[src/rtl/muldiv_ctrl.sv]
// Iterative multiply/divide unit with HI/LO registers.
// Shift-add multiply and restoring divide on operand magnitudes, followed by a sign-fix step.
module muldiv_ctrl (
  input  logic        Clk,
  input  logic        Reset,
  input  logic        Start,
  input  logic [1:0]  Op,
  input  logic [31:0] A,
  input  logic [31:0] B,
  input  logic        MTHI,
  input  logic        MTLO,
  input  logic [31:0] WData,
  output logic        Busy,
  output logic        Done,
  output logic        DivZero,
  output logic [31:0] HI,
  output logic [31:0] LO
);

  // Op[1] selects divide, Op[0] selects unsigned.
  // Start is accepted only when the unit is IDLE; Busy=1 means Start, MTHI and MTLO are ignored.
  typedef enum logic [1:0] {IDLE, CALC, FIX} state_t;

  state_t      state;
  logic [4:0]  cnt;
  logic        is_div;
  logic        neg_res;
  logic        neg_rem;
  logic        fix_wb;
  logic [31:0] acc;
  logic [31:0] mq;
  logic [31:0] opnd;

  logic        a_neg;
  logic        b_neg;
  logic [31:0] a_mag;
  logic [31:0] b_mag;
  logic        div_zero;
  logic [32:0] add_sum;
  logic [32:0] rem_sh;
  logic [32:0] diff;
  logic [63:0] prod_neg;

  always_comb begin
    a_neg    = ~Op[0] & A[31];
    b_neg    = ~Op[0] & B[31];
    a_mag    = a_neg ? -A : A;
    b_mag    = b_neg ? -B : B;
    div_zero = Op[1] & (B == 32'd0);
    add_sum  = {1'b0, acc} + (mq[0] ? {1'b0, opnd} : 33'd0);
    rem_sh   = {acc, mq[31]};
    diff     = rem_sh - {1'b0, opnd};
    prod_neg = -{acc, mq};
  end

  always_ff @(posedge Clk) begin
    if (!Reset) begin
      state   <= IDLE;
      cnt     <= 5'd0;
      is_div  <= 1'b0;
      neg_res <= 1'b0;
      neg_rem <= 1'b0;
      fix_wb  <= 1'b0;
      acc     <= 32'd0;
      mq      <= 32'd0;
      opnd    <= 32'd0;
      Busy    <= 1'b0;
      Done    <= 1'b0;
      DivZero <= 1'b0;
      HI      <= 32'd0;
      LO      <= 32'd0;
    end else begin
      Done    <= 1'b0;
      DivZero <= 1'b0;
      case (state)
        IDLE: begin
          if (Start) begin
            if (div_zero) begin
              Done    <= 1'b1;
              DivZero <= 1'b1;
            end else begin
              state   <= CALC;
              Busy    <= 1'b1;
              cnt     <= 5'd0;
              fix_wb  <= 1'b0;
              is_div  <= Op[1];
              neg_res <= a_neg ^ b_neg;
              neg_rem <= Op[1] & a_neg;
              acc     <= 32'd0;
              mq      <= Op[1] ? a_mag : b_mag;
              opnd    <= Op[1] ? b_mag : a_mag;
            end
          end else begin
            if (MTHI) HI <= WData;
            if (MTLO) LO <= WData;
          end
        end
        CALC: begin
          if (is_div) begin
            // Restoring step: keep the shifted remainder when the trial subtract goes negative.
            if (!diff[32]) begin
              acc <= diff[31:0];
              mq  <= {mq[30:0], 1'b1};
            end else begin
              acc <= rem_sh[31:0];
              mq  <= {mq[30:0], 1'b0};
            end
          end else begin
            acc <= add_sum[32:1];
            mq  <= {add_sum[0], mq[31:1]};
          end
          cnt <= cnt + 5'd1;
          if (cnt == 5'd31) state <= FIX;
        end
        FIX: begin
          // First FIX cycle corrects signs in the work registers, second commits to HI/LO.
          if (!fix_wb) begin
            fix_wb <= 1'b1;
            if (is_div) begin
              if (neg_res) mq  <= -mq;
              if (neg_rem) acc <= -acc;
            end else if (neg_res) begin
              acc <= prod_neg[63:32];
              mq  <= prod_neg[31:0];
            end
          end else begin
            HI    <= acc;
            LO    <= mq;
            Busy  <= 1'b0;
            Done  <= 1'b1;
            state <= IDLE;
          end
        end
        default: state <= IDLE;
      endcase
    end
  end

endmodule

[config.mk]
export PLATFORM = sky130hd
export DESIGN_NAME = muldiv_ctrl
export DESIGN_NICKNAME = d
export VERILOG_FILES = /design/src/rtl/muldiv_ctrl.sv
export SDC_FILE = /design/constraint.sdc
export NUM_CORES = 1
export LEC_CHECK = 0
export ABC_AREA = 1
export ABC_CLOCK_PERIOD_IN_PS = 4280
export CORE_MARGIN = 2
export CORE_UTILIZATION = 55
export CTS_CLUSTER_DIAMETER = 40
export DETAILED_ROUTE_END_ITERATION = 6
export HOLD_SLACK_MARGIN = 0.08
export PLACE_DENSITY = 0.77
export SYNTH_ARGS = -nofsm -noshare
export SYNTH_HDL_FRONTEND = slang
export SYNTH_SLANG_ARGS = --single-unit
export TNS_END_PERCENT = 50
[constraint.sdc]
create_clock -name Clk -period 4.28 [get_ports Clk]
set_input_delay 0.856 -clock Clk [delete_from_list [all_inputs] [get_ports Clk]]
set_output_delay 0.856 -clock Clk [all_outputs]
set_load 0.05 [all_outputs]
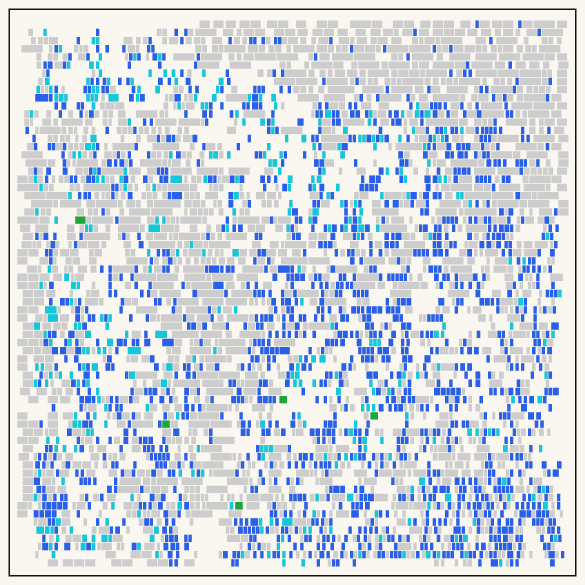
Figure 1: logic cells by family.
Drawn at 3 px/micron.
nand cells -> blue  # cells 1449, where all over the die
nor cells -> cyan  # cells 357, where all over the die
non-inverting ao/oa cells -> green  # cells 5

==> results.yml <==
# generated from flow reports
critical_path:
  worst-setup-path-type: "reg -> reg"
  timing.critical_path.mode_cell: "sky130_fd_sc_hd__nand2_1"
  r2r-start: "acc[0]$_SDFFE_PN0P_"
  rrSetupSlack_ps: 720
  crit_path_start_kind: "flip-flop"
  critPathMaxFanout: 22
  critical_path.max_stage_delay_ps: 530
synthesis:
  syn-instance-count: 3404
  post_synth.cell_area_avg_sq_um: 5.49
  ys_warn_count: 0
  postSynthRegisterBits: 174
  post_synth_and_or_nand_nor_area_fraction_pct: 40.5
  post_synth_main_logic_family: "simple AND/OR/NAND/NOR gates"
  synthDistinctLibCells: 52
  synth-main-ff-cell: "sky130_fd_sc_hd__dfxtp_1"
  synth_compound_gate_area_share_pct: 16.2
final_timing:
  hold_slack_ps: 487
  tightestPinTransition_ps: 1190
global_routing:
  maximum_number_of_pins_on_one_net_before_global_route_repair: 80
  initial_antenna_violation_count: 0
  grt_use_total_pct: 44.8
  first_global_vias: 21800
outcome:
  status: "completed"
cts:
  postCtsSetupRepairBufs: 0
  worstSkewPairLatency_ps: 460
  cts_max_level: 4
  holdBufCountCts: 0
  cts-buffers-inserted: 17
placed_design:
  dp.final_hpwl_mm: 64.9
  port_buffers: 169
  placement.setup.worst_slack_ps: 715
cells_and_area:
  nFillCells: 3289
  finalCoreUtilization_pct: 63.6
  antenna_cells: 0
die:
  die_x_microns: 188
  ioPinCount: 170
  rows: 67
hold_path:
  worst_hold_startpoint: "neg_rem$_SDFFE_PN0P_"
  worst_hold_path_type: "reg -> reg"
job:
  warnings: 29
route:
  drcViolationCount: 0
  detailedRoute.firstIterationViolations: 3316
  routedWlPerCell_microns: 20.6
pwr:
  p_int_mw: 6.43
  leak_pwr_nw: 10.6
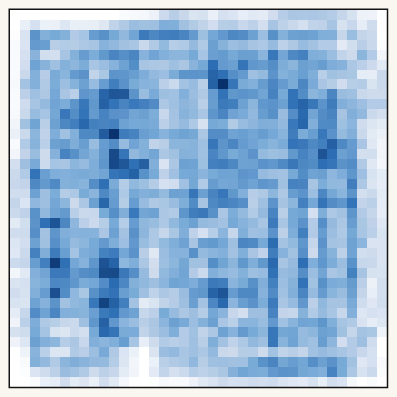
Figure 2: wire density map.
Drawn at 2 px/micron. 38 x 38 tiles, from white (low) to dark blue (high), scaled to the fullest tile. Values are wire area over tile area, all layers added.
fullest tile = 0.98
nearly empty tiles = 2.3%
tiles over half the peak = 35%
mean over tiles = 0.41

[how the worst max path moves through the flow]
stage | from | end | slack (ps) | cells past startpoint
floorplan | mq[0]$_SDFFE_PN0P_ | acc[27]$_SDFFE_PN0P_ | 1640 | 23
global placement | A[5] | mq[31]$_SDFFE_PN0P_ | 760 | 12
detailed placement | A[5] | mq[31]$_SDFFE_PN0P_ | 710 | 12
CTS | mq[31]$_SDFFE_PN0P_ | acc[10]$_SDFFE_PN0P_ | 850 | 19
global route | acc[4]$_SDFFE_PN0P_ | acc[30]$_SDFFE_PN0P_ | 560 | 17
finish | acc[0]$_SDFFE_PN0P_ | acc[10]$_SDFFE_PN0P_ | 720 | 18
[area by class of cell]
cell class	count	area, sq um	area share (%)
sequential	174	3490	16.4
inverter	513	1930	9.04
timing repair buffer	213	2020	9.46
multi-input combinational	2582	12700	59.6
tap	448	561	2.63
clock buffer	19	443	2.08
clock inverter	13	168	0.787
[cells by family (layout without fill, tap and decap cells)]
| kind of cell | count (synthesis) | in the layout |
|---|---|---|
| xor+xnor | 127 | 127 |
| fa+ha+maj | 76 | 76 |
| simple gates | 1827 | 1827 |
| compound gates | 552 | 552 |
| buf+inv | 648 | 758 |
| flops | 174 | 174 |
[power groups by stage]
stage,combinational (mW),clock [mW],sequential [mW]
global placement,11.1,0,2.78
finish,11.8,1.69,2.82
floorplan,6.82,0,3.69
CTS,11.4,1.67,2.78
detailed placement,11.3,0,2.81
global route,12.6,1.74,2.86
[metrics by stage]
step | instances | power, mW | cell area (sq um)
2_1_floorplan | 3404 | 10.5 | 18700
3_3_place_gp | 3930 | 13.9 | 20700
3_5_place_dp | 3930 | 14.1 | 20700
4_1_cts | 3962 | 15.8 | 21300
5_1_grt | 3962 | 17.2 | 21300
6_report | 3962 | 16.3 | 21300
[flip-flops by register name, summed over array words and instances, names as in the netlist]
signal and cells:
mq 32, state 2, neg_rem 1, HI 32, neg_res 1, Done 1
Busy 1, acc 32, fix_wb 1, cnt 5, opnd 32, DivZero 1
LO 32, is_div 1
[per-layer routing]
layer	vias up	share of wire, %	GRT usage [%]
met1	10600	38	56.0
li1	11100	-	-
met2	1631	42	69.1
met4	0	6.4	25.5
met3	320	13	12.8
met5	-	0	0
[synth_stat cells (all sizes together), types with 2 or more instances]
cell | count | area, sq um
ha | 74 | 926
xor2 | 107 | 937
o21ai | 214 | 1070
nor3 | 46 | 245
nand3b | 5 | 37.5
or2 | 10 | 62.6
a21o | 3 | 22.5
o21bai | 8 | 60.1
nor2 | 301 | 1170
nand4 | 43 | 275
nand2 | 1137 | 4300
dfxtp | 174 | 3480
inv | 510 | 1910
a31oi | 85 | 532
clkbuf | 89 | 334
fa | 2 | 40.0
a22oi | 3 | 22.5
buf | 46 | 265
o211ai | 33 | 248
o31ai | 3 | 22.5
o22ai | 5 | 31.3
and2 | 8 | 50.1
nand3 | 264 | 1340
clkinv | 3 | 11.3
xnor2 | 20 | 175
nor4 | 9 | 62.6
a21oi | 189 | 950
and3 | 3 | 18.8
o311ai | 2 | 17.5
Power is estimated from default activity; no workload was simulated.
